**config.mk**
```make
export PLATFORM = sky130hd
export DESIGN_NAME = demux_c
export DESIGN_NICKNAME = d
export VERILOG_FILES = /design/src/rtl/demux_c.sv
export SDC_FILE = /design/constraint.sdc
export NUM_CORES = 1
export LEC_CHECK = 0
export ABC_AREA = 1
export CAP_MARGIN = 20
export CORE_ASPECT_RATIO = 1.5
export CORE_MARGIN = 8
export CORE_UTILIZATION = 38
export DETAILED_ROUTE_END_ITERATION = 12
export HOLD_SLACK_MARGIN = 0.08
export PLACE_DENSITY = 0.54
export SLEW_MARGIN = 30
export SYNTH_ARGS = -nofsm -noshare
export SYNTH_HDL_FRONTEND = slang
export SYNTH_SLANG_ARGS = --single-unit
```
**constraint.sdc**
```tcl
create_clock -name clk -period 2.57 [get_ports clk]
set_input_delay 0.6425 -clock clk [delete_from_list [all_inputs] [get_ports clk]]
set_output_delay 0.6425 -clock clk [all_outputs]
set_load 0.01 [all_outputs]
```
**src/rtl/demux_c.sv**
```systemverilog
// 1:2 burst demultiplexer: the first beat of each burst selects the lane, and
// each lane buffers its bytes in a small FIFO until the downstream consumer pops them.
module demux_c #(
  parameter int DATA_W      = 8,
  parameter int ROUTE_BIT   = 7,
  parameter int FIFO_DEPTH  = 4,
  parameter int ALMOST_FULL = 3
) (
  input  logic              clk,
  input  logic              reset,
  input  logic [DATA_W-1:0] data_in_c,
  input  logic              valid_in_c,
  output logic              pause_c,
  input  logic              pop_0_c,
  input  logic              pop_1_c,
  output logic [DATA_W-1:0] data_out_0_c,
  output logic              valid_out_0_c,
  output logic [DATA_W-1:0] data_out_1_c,
  output logic              valid_out_1_c,
  output logic              empty_0_c,
  output logic              empty_1_c,
  output logic              drop_err_c
);

  localparam int PTR_W = $clog2(FIFO_DEPTH);
  localparam int CNT_W = PTR_W + 1;

  typedef enum logic [1:0] {
    IDLE = 2'd0,
    RX_0 = 2'd1,
    RX_1 = 2'd2
  } state_t;

  state_t     state, state_nx;
  logic [1:0] push_req;
  logic [1:0] push_ok;
  logic [1:0] pop_req;
  logic [1:0] pop_ok;
  logic [1:0] empty;
  logic [1:0] almost_full;
  logic       drop_err;

  assign pop_req = {pop_1_c, pop_0_c};

  // Route decision: only IDLE looks at the route bit; a valid gap ends the burst.
  always_comb begin
    state_nx = IDLE;
    push_req = '0;
    if (valid_in_c) begin
      unique case (state)
        IDLE: begin
          if (data_in_c[ROUTE_BIT]) begin
            push_req = 2'b10;
            state_nx = RX_1;
          end else begin
            push_req = 2'b01;
            state_nx = RX_0;
          end
        end
        RX_0: begin
          push_req = 2'b01;
          state_nx = RX_0;
        end
        RX_1: begin
          push_req = 2'b10;
          state_nx = RX_1;
        end
        default: begin
          push_req = '0;
          state_nx = IDLE;
        end
      endcase
    end
  end

  always_ff @(posedge clk) begin
    if (reset) begin
      state    <= IDLE;
      drop_err <= 1'b0;
    end else begin
      state <= state_nx;
      if ((push_req & ~push_ok) != 2'b00)
        drop_err <= 1'b1;
    end
  end

  for (genvar g = 0; g < 2; g++) begin : g_lane
    logic [DATA_W-1:0] mem [FIFO_DEPTH];
    logic [PTR_W-1:0]  wr_ptr;
    logic [PTR_W-1:0]  rd_ptr;
    logic [CNT_W-1:0]  count;
    logic [DATA_W-1:0] dout;
    logic              vout;

    assign pop_ok[g]      = pop_req[g] && (count != '0);
    // A same-cycle pop frees the slot, so a full lane can still take the byte.
    assign push_ok[g]     = push_req[g] && ((count < CNT_W'(FIFO_DEPTH)) || pop_ok[g]);
    assign empty[g]       = (count == '0);
    assign almost_full[g] = (count >= CNT_W'(ALMOST_FULL));

    always_ff @(posedge clk) begin
      if (push_ok[g])
        mem[wr_ptr] <= data_in_c;
    end

    always_ff @(posedge clk) begin
      if (reset) begin
        wr_ptr <= '0;
        rd_ptr <= '0;
        count  <= '0;
        dout   <= '0;
        vout   <= 1'b0;
      end else begin
        vout <= pop_ok[g];
        if (pop_ok[g]) begin
          dout   <= mem[rd_ptr];
          rd_ptr <= rd_ptr + PTR_W'(1);
        end
        if (push_ok[g])
          wr_ptr <= wr_ptr + PTR_W'(1);
        unique case ({push_ok[g], pop_ok[g]})
          2'b10:   count <= count + CNT_W'(1);
          2'b01:   count <= count - CNT_W'(1);
          default: count <= count;
        endcase
      end
    end
  end

  assign data_out_0_c  = g_lane[0].dout;
  assign valid_out_0_c = g_lane[0].vout;
  assign data_out_1_c  = g_lane[1].dout;
  assign valid_out_1_c = g_lane[1].vout;
  assign empty_0_c     = empty[0];
  assign empty_1_c     = empty[1];
  assign pause_c       = |almost_full;
  assign drop_err_c    = drop_err;

endmodule

```
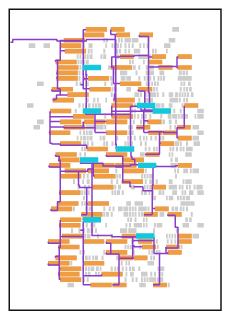
(run_1/clock_wires.png)
Scale: 2 px per um.
[purple] clock wires | length: 1190 um
[orange] flip-flops | count: 99
[cyan] clock-net drivers | count: 9
routed clock nets: 10
Clock Power Share: 27.1%
Clk. pwr: 1.32 mW
Latency at later pin: 340 ps
skew final: 6.81 ps

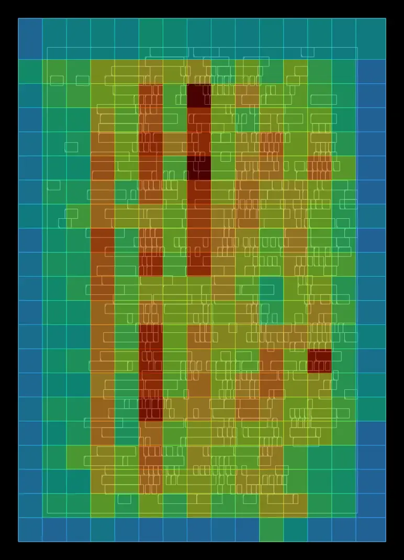
(run_1/congestion_map.png)
routing usage on met3: 2.89%
M2 GR Usage: 20.9%

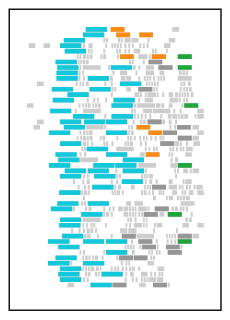
(run_1/ff_map.png)
Scale: 2 px per um.
| colour | netlist name | flops |
|---|---|---|
| orange | `data_out_1_c` | 8 |
| green | `g_lane.count` | 6 |
| cyan | `g_lane.mem` | 64 |
not coloured: 21
flop share of the area: 49.3%
sequential power: 2.08 mW

==> run 1: metrics by stage <==
stage / power (mW) / setup slack, ps / instances / area [um^2] / hold slack (ps)
after global routing: 5.19 / 245 / 718 / 5320 / 545
after global placement: 3.57 / 72.3 / 702 / 5020 / 507
after detailed placement: 3.60 / -4.34 / 702 / 5020 / 512
after CTS: 4.93 / 353 / 718 / 5320 / 526
after floorplan: 3.12 / 631 / 514 / 4530 / 492
final: 4.86 / 368 / 718 / 5320 / 522
==> run 1: state kept, by name, indices dropped and copies added (netlist names) <==
signal	cells
drop_err_c	1
g_lane.mem	64
valid_out_1_c	1
data_out_0_c	8
g_lane.wr_ptr	4
valid_out_0_c	1
g_lane.count	6
g_lane.rd_ptr	4
data_out_1_c	8
state	2
==> run 1: per-layer routing <==
metal / vias to the layer above / global-route usage, % / part of all wire [%]
met3: 12 / 2.89 / 3.2
met4: 0 / 4.87 / 1.6
met2: 50 / 20.9 / 50
met1: 1413 / 13.3 / 45
li1: 1636 / - / -
met5: - / 0 / 0
==> run 1: report_power, final <==
| part | switching [mW] | leakage [nW] | total [mW] | internal [mW] |
|---|---|---|---|---|
| combinational | 0.833 | 1.45 | 1.46 | 0.626 |
| clock | 0.548 | 0.146 | 1.32 | 0.771 |
| sequential | 0.180 | 0.869 | 2.08 | 1.90 |
==> run 1: cells by family (layout without fill, tap and decap cells) <==
group                    count (synthesis)  in the layout
adder cells (fa/ha/maj)                 12             12
buffers and inverters                  136            187
AND-OR/OR-AND                           14             14
AND/OR/NAND/NOR                        253            253
flip-flops                              99             99
==> run 1: path summary, 6_finish.rpt <==
check                                        from                              end  cells past startpoint
hold / removal            drop_err_c$_SDFFE_PP0P_          drop_err_c$_SDFFE_PP0P_                      4
setup / recovery                     data_in_c[7]  g_lane[1].count[2]$_SDFFE_PP0P_                     12
hold reg to reg           drop_err_c$_SDFFE_PP0P_          drop_err_c$_SDFFE_PP0P_                      4
setup reg to reg  g_lane[1].count[2]$_SDFFE_PP0P_  g_lane[1].count[2]$_SDFFE_PP0P_                     12
==> run 1: placed cells by master, fill, tap and decap left out, drive strengths merged <==
cell | synthesis | final
nand2 | 149 | 149
inv | 119 | 120
edfxtp | 64 | 64
nor2 | 63 | 63
nand3 | 39 | 39
dfxtp | 35 | 35
clkdlybuf4s50 | 0 | 34
buf | 14 | 16
clkbuf | 1 | 15
ha | 10 | 10
a21oi | 7 | 7
o21ai | 6 | 6
clkinv | 2 | 2
fa | 2 | 2
o211ai | 1 | 1
nor3 | 1 | 1
nand3b | 1 | 1
==> run 1: worst max-delay path: cells and delay by family <==
family,cells,cell delay [ps]
and+or+nand+nor,8,730
buffers and inverters,2,560
adders and majority gates,2,540
==> run 1: area by class of cell <==
cell class / count / area share, %
clock inverters: 1 / 0.118
multi-input cells: 279 / 24.1
clock buffers: 15 / 5.43
inverters: 121 / 8.82
flip-flops and latches: 99 / 49.3
repair buffers: 50 / 8.66
well taps: 153 / 3.60
==> impl_metrics.json, run 1 <==
{
  "synth-xor-area-share_pct": 0,
  "edf_count": 64,
  "synth.distinct_cells": 25,
  "grt_max_degree": 30,
  "synth_top_cell_by_area": "edfxtp_1",
  "vias_per_cell": 4.33,
  "grt.overflow.total": 0,
  "topCombFamilyByArea": "simple AND/OR/NAND/NOR gates",
  "max_freq_ghz": 0.454,
  "postCtsSetupRepairBufs": 0,
  "logic_area_um2": 1280,
  "area_leaders": "edfxtp_1 42%, dfxtp_1 15%, nand2_1 12%, inv_1 9.4%, nor2_1 5.1%",
  "outcome": "finished clean",
  "max_slew_margin_pct": 43.4,
  "cellLeakagePower_nw": 2.46,
  "aoi_share_pct": 1.68,
  "portBuffers": 34,
  "yosys-stat-cells": 514,
  "rsz0062_at_grt": "false",
  "grt_usage_pct": 11.9,
  "ff_type": "edfxtp_1",
  "drive_gt1_share_pct": 8.67,
  "drt_pass1_iterations": 4,
  "cts_buffers": 9,
  "ys_seq_share_pct": 57.9,
  "syn_area_per_cell_um2": 8.82,
  "top_cell_area_share_pct": 42.4,
  "netlist_area_um2": 4530,
  "ant_nets": 0,
  "r2r_slack_ps": 790,
  "clock_sinks": 99
}
==> run 2: changes to the inputs <==
--- a/config.mk
+++ b/config.mk
@@ -13,6 +13,7 @@
 export DETAILED_ROUTE_END_ITERATION = 12
 export HOLD_SLACK_MARGIN = 0.08
 export PLACE_DENSITY = 0.54
+export SKIP_LAST_GASP = 1
 export SLEW_MARGIN = 30
 export SYNTH_ARGS = -nofsm -noshare
 export SYNTH_HDL_FRONTEND = slang
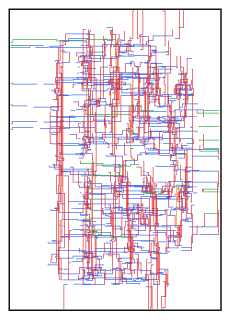
(run_2/layers.png)
Scale: 2 px per um.
| colour | layer | wire length |
|---|---|---|
| blue | M1 | 3990 um |
| red | M2 | 4510 um |
| orange | M4 | 148 um |
| green | M3 | 291 um |
final wirelength: 8930 um
vias: 3111

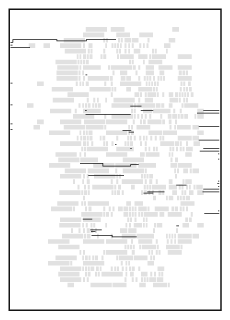
(run_2/m3.png)
Scale: 2 px per um. Cells faint in the background.
share of all routed wire: 3.3%
longest straight run: 22.3 um
wire length on this layer: 291 um

==> run 2 against run 1 <==
Effect of this change: cell area did not move; sequential share of layout area did not move; final cell count stayed put; synthesized area stayed put; critical endpoint unchanged.
==> impl_metrics.json, run 2 <==
{
  "outcome": "finished clean",
  "cellLeakagePower_nw": 2.46,
  "area_leaders": "edfxtp_1 42%, dfxtp_1 15%, nand2_1 12%, inv_1 9.4%, nor2_1 5.1%",
  "final_common_cell": "nand2_1",
  "syn_area_per_cell_um2": 8.82,
  "grt.overflow.total": 0,
  "netlist_area_um2": 4530,
  "report.final.slew_viol_count": 0,
  "r2r_slack_ps": 790,
  "drive_gt1_share_pct": 8.67,
  "lay_top_cells": "139 x nand2_1, 113 x inv_1, 64 x edfxtp_1",
  "ys_seq_share_pct": 57.9,
  "endpoint_kind": "register",
  "vias_per_cell": 4.33,
  "timing.rr.end": "g_lane[1].count[2]$_SDFFE_PP0P_",
  "hp-start": "drop_err_c$_SDFFE_PP0P_",
  "top_cell_area_share_pct": 42.4,
  "min_path_cells": 4,
  "synth-xor-area-share_pct": 0,
  "portBuffers": 34,
  "row_count": 49,
  "cts_buffers": 9,
  "dpl.cell_count": 702,
  "topCombFamilyByArea": "simple AND/OR/NAND/NOR gates",
  "synth_top_cell_by_area": "edfxtp_1",
  "hold_end": "drop_err_c$_SDFFE_PP0P_",
  "setup_viol": 0,
  "clock_sinks": 99,
  "max_freq_ghz": 0.454,
  "power_mw": 4.86,
  "finalNonFillerCells": 718,
  "reg2reg_from": "g_lane[1].count[2]$_SDFFE_PP0P_",
  "grt_usage_pct": 11.9,
  "ff_type": "edfxtp_1",
  "max_slew_margin_pct": 43.4,
  "largest_reg_flops": 64,
  "ant_nets": 0,
  "largest-register": "g_lane.mem",
  "clock_latency_ps": 340,
  "postCtsSetupRepairBufs": 0,
  "finalClockSkew_ps": 6.81,
  "aoi_share_pct": 1.68,
  "synth.distinct_cells": 25,
  "drt_pass1_iterations": 4,
  "rsz0062_at_grt": "false",
  "edf_count": 64,
  "yosys-stat-cells": 514,
  "logic_area_um2": 1280
}
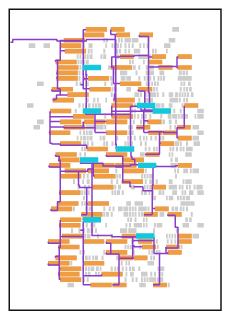
(run_2/clock_wires.png)
Scale: 2 px per um.
[cyan] clock-net drivers | count: 9
[orange] flip-flops | count: 99
[purple] clock wires | length: 1190 um
routed clock nets: 10

[run 2: cell counts in the layout (fill, tap and decap cells not counted)]
Identical to the previous run, type by type.
[run 2: cell type report]
cell class                      instances  share of cell area, %
Multi-Input combinational cell        279                   24.1
Inverter                              121                   8.82
Clock buffer                           15                   5.43
Sequential cell                        99                   49.3
Tap cell                              153                   3.60
Timing Repair Buffer                   50                   8.66
Clock inverter                          1                  0.118
[run 2: how the worst max path moves through the flow]
stage	startpoint	end	slack (ps)	depth (start not counted)
2_1_floorplan	data_in_c[7]	g_lane[1].count[2]$_SDFFE_PP0P_	630	12
3_3_place_gp	data_in_c[7]	g_lane[1].count[2]$_SDFFE_PP0P_	70	13
3_5_place_dp	data_in_c[7]	g_lane[1].count[2]$_SDFFE_PP0P_	-4	13
4_1_cts	data_in_c[7]	g_lane[1].count[2]$_SDFFE_PP0P_	350	12
5_1_grt	data_in_c[7]	g_lane[0].count[2]$_SDFFE_PP0P_	250	12
6_report	data_in_c[7]	g_lane[1].count[2]$_SDFFE_PP0P_	370	12
[run 2: logic make-up (layout without fill, tap and decap cells)]
kind of cell,count (synthesis),in the layout
adders and majority gates,12,12
buffers and inverters,136,187
AOI/OAI and AO/OA,14,14
DFF,99,99
and+or+nand+nor,253,253
[run 2: layer usage]
layer	vias up	GRT usage [%]	wire, um	share of wire, %
met5	-	0	0	0
met4	0	4.87	147	1.6
met3	12	2.89	290	3.2
li1	1636	-	-	-
met2	50	20.9	4510	50
met1	1413	13.3	3990	45
[run 2: report_power, final]
| part | internal [mW] | leakage (nW) | switching (mW) |
|---|---|---|---|
| registers | 1.90 | 0.869 | 0.180 |
| clock network | 0.771 | 0.146 | 0.548 |
| logic | 0.626 | 1.45 | 0.833 |
| total | 3.30 | 2.46 | 1.56 |
[run 2: critical path, cell delays in order]
cell and delay (ps):
clkdlybuf4s50_1 500, nor2_1 190, nor2_2 80, nand2_2 70, ha_1 160, inv_1 60, fa_1 380, nand2_1 80
nand3_1 90, nand2_1 70, nand2_1 50, nor2_1 100
[run 2: per-stage QoR]
stage          cell area (um^2)  util [%]  hold WS (ps)  setup slack (ps)
3_3_place_gp               5020      42.5           507              72.3
3_5_place_dp               5020      42.5           512             -4.34
2_1_floorplan              4530         -           492               631
4_1_cts                    5320      45.0           526               353
6_report                   5320      45.0           522               368
5_1_grt                    5320      45.0           545               245
==> run_2/congestion_map.png <==
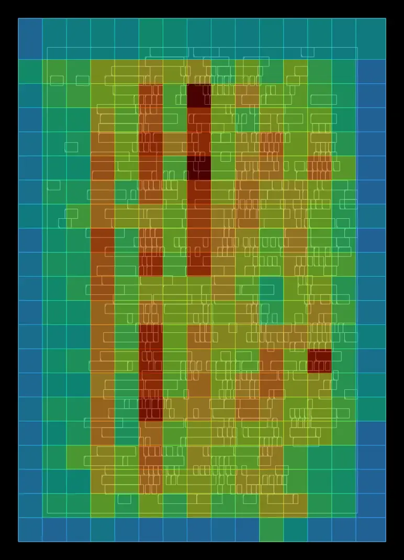

==> run 3: changes to the inputs <==
--- a/config.mk
+++ b/config.mk
@@ -7,12 +7,15 @@
 export LEC_CHECK = 0
 export ABC_AREA = 1
 export CAP_MARGIN = 20
+export CELL_PAD_IN_SITES_DETAIL_PLACEMENT = 1
+export CELL_PAD_IN_SITES_GLOBAL_PLACEMENT = 2
 export CORE_ASPECT_RATIO = 1.5
 export CORE_MARGIN = 8
 export CORE_UTILIZATION = 38
+export CTS_BUF_LIST = sky130_fd_sc_hd__clkbuf_4
 export DETAILED_ROUTE_END_ITERATION = 12
 export HOLD_SLACK_MARGIN = 0.08
-export PLACE_DENSITY = 0.54
+export PLACE_DENSITY = 0.81
 export SKIP_LAST_GASP = 1
 export SLEW_MARGIN = 30
 export SYNTH_ARGS = -nofsm -noshare
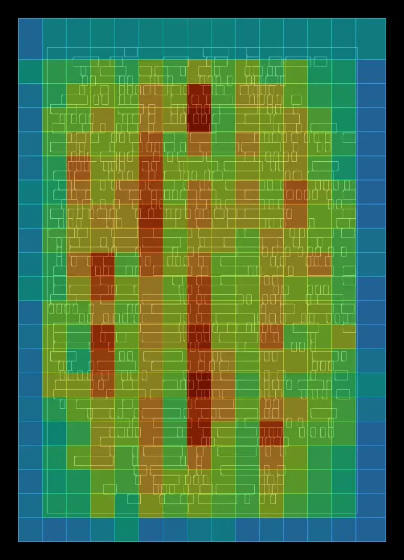
(run_3/congestion_map.png)
WL per Instance: 13.9 um
gr usage total: 13.3%
routing usage on met3: 2.46%

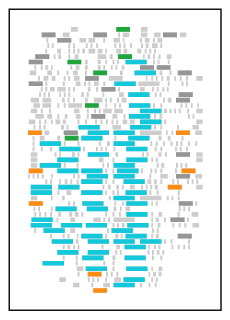
(run_3/ff_map.png)
Scale: 2 px per um.
| colour | netlist name | flops |
|---|---|---|
| orange | `data_out_1_c` | 8 |
| green | `g_lane.count` | 6 |
| cyan | `g_lane.mem` | 64 |
not coloured: 21
Core Util, Final: 44.3%
FF+latch area: 2620 um^2
flop share of the area: 50.1%
sequential power: 2.07 mW

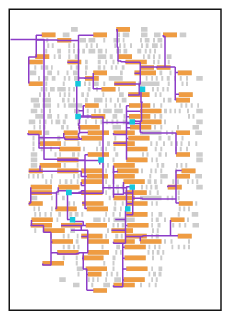
(run_3/clock_wires.png)
Scale: 2 px per um.
[orange] flip-flops | count: 99
[cyan] clock-net drivers | count: 9
[purple] clock wires | length: 1140 um
flops lie: widely spread
routed clock nets: 10
Clk. pwr: 1.11 mW
Clock Power Share: 23.7%
skew final: 16.4 ps

==> run 3 against run 2 <==
Effect of this change: routed wire length rose by 12%; utilization fell by 0.68 points; worst setup slack lost 90 ps; final cell count grew 0.14%; combinational power barely moved; die area did not move.
==> impl_metrics.json, run 3 <==
{
  "netSwitchingPower_mw": 1.54,
  "outcome": "finished clean",
  "hp-start": "data_out_0_c[4]$_SDFFE_PP0P_",
  "finalNonFillerCells": 719,
  "clock_latency_ps": 430,
  "top_cell_area_share_pct": 42.4,
  "max_freq_ghz": 0.436,
  "rsz0062_at_grt": "false",
  "area_leaders": "edfxtp_1 42%, dfxtp_1 15%, nand2_1 12%, inv_1 9.4%, nor2_1 5.1%",
  "syn_area_per_cell_um2": 8.82,
  "portBuffers": 34,
  "lay_top_cells": "139 x nand2_1, 113 x inv_1, 64 x edfxtp_1",
  "crit_start": "g_lane[0].count[0]$_SDFFE_PP0P_",
  "share_comb_of_total_power_pct": 32.0,
  "synth.distinct_cells": 25,
  "yosys-stat-cells": 514,
  "max_stage_delay_ps": 560,
  "synth_top_cell_by_area": "edfxtp_1",
  "critical_path.cell_chain": "inv_1 > o211ai_1 > clkdlybuf4s50_1",
  "placed_cell_area_um2": 5020,
  "largest_reg_flops": 64
}
-- run 3: cell counts after synthesis --
No cell type changed its count.
-- run 3: kinds of logic after synthesis --
kind of cell             Yosys count  synth area share, %
AND/OR/NAND/NOR                  253                 22.9
adder cells (fa/ha/maj)           12                 3.64
AND-OR/OR-AND                     14                 1.68
buffers and inverters            136                 13.9
flip-flops                        99                 57.9
-- run 3: area by class of cell --
type / count / share of cell area, %
antenna: 1 / 0.0478
clock inverter: 6 / 2.63
tap: 153 / 3.65
clock buffer: 10 / 1.43
multi-input combinational: 279 / 24.4
sequential: 99 / 50.1
inverter: 121 / 8.96
timing repair buffer: 50 / 8.79
-- run 3: path summary, 6_finish.rpt --
path,end,cells past startpoint,slack (ps)
min,data_out_0_c[4]$_SDFFE_PP0P_,4,530
max,pause_c,3,280
max reg2reg,g_lane[1].count[2]$_SDFFE_PP0P_,12,710
min reg2reg,data_out_0_c[4]$_SDFFE_PP0P_,4,530
-- run 3: worst min-delay path, stage by stage (launching register included) --
cell and delay (ps):
dfxtp_1 340, inv_1 40, nand2_1 40, nand2_1 50, nor2_1 30
-- run 3: layer usage --
layer  track usage, %  up-vias  share of wire (%)
li1                 -     1633                  -
met1             13.8     1518                 41
met2             25.2       35                 55
met3             2.46       17                2.5
met4             6.16        0                1.9
met5                0        -                  0
-- run 3: power groups by stage --
stage	clock network [mW]	logic [mW]	registers (mW)
after floorplan	0	1.05	2.07
after global placement	0	1.48	2.10
final	1.11	1.49	2.07
after detailed placement	0	1.53	2.11
after CTS	1.15	1.54	2.08
after global routing	1.20	1.72	2.11
Power and IR drop assume default switching activity.
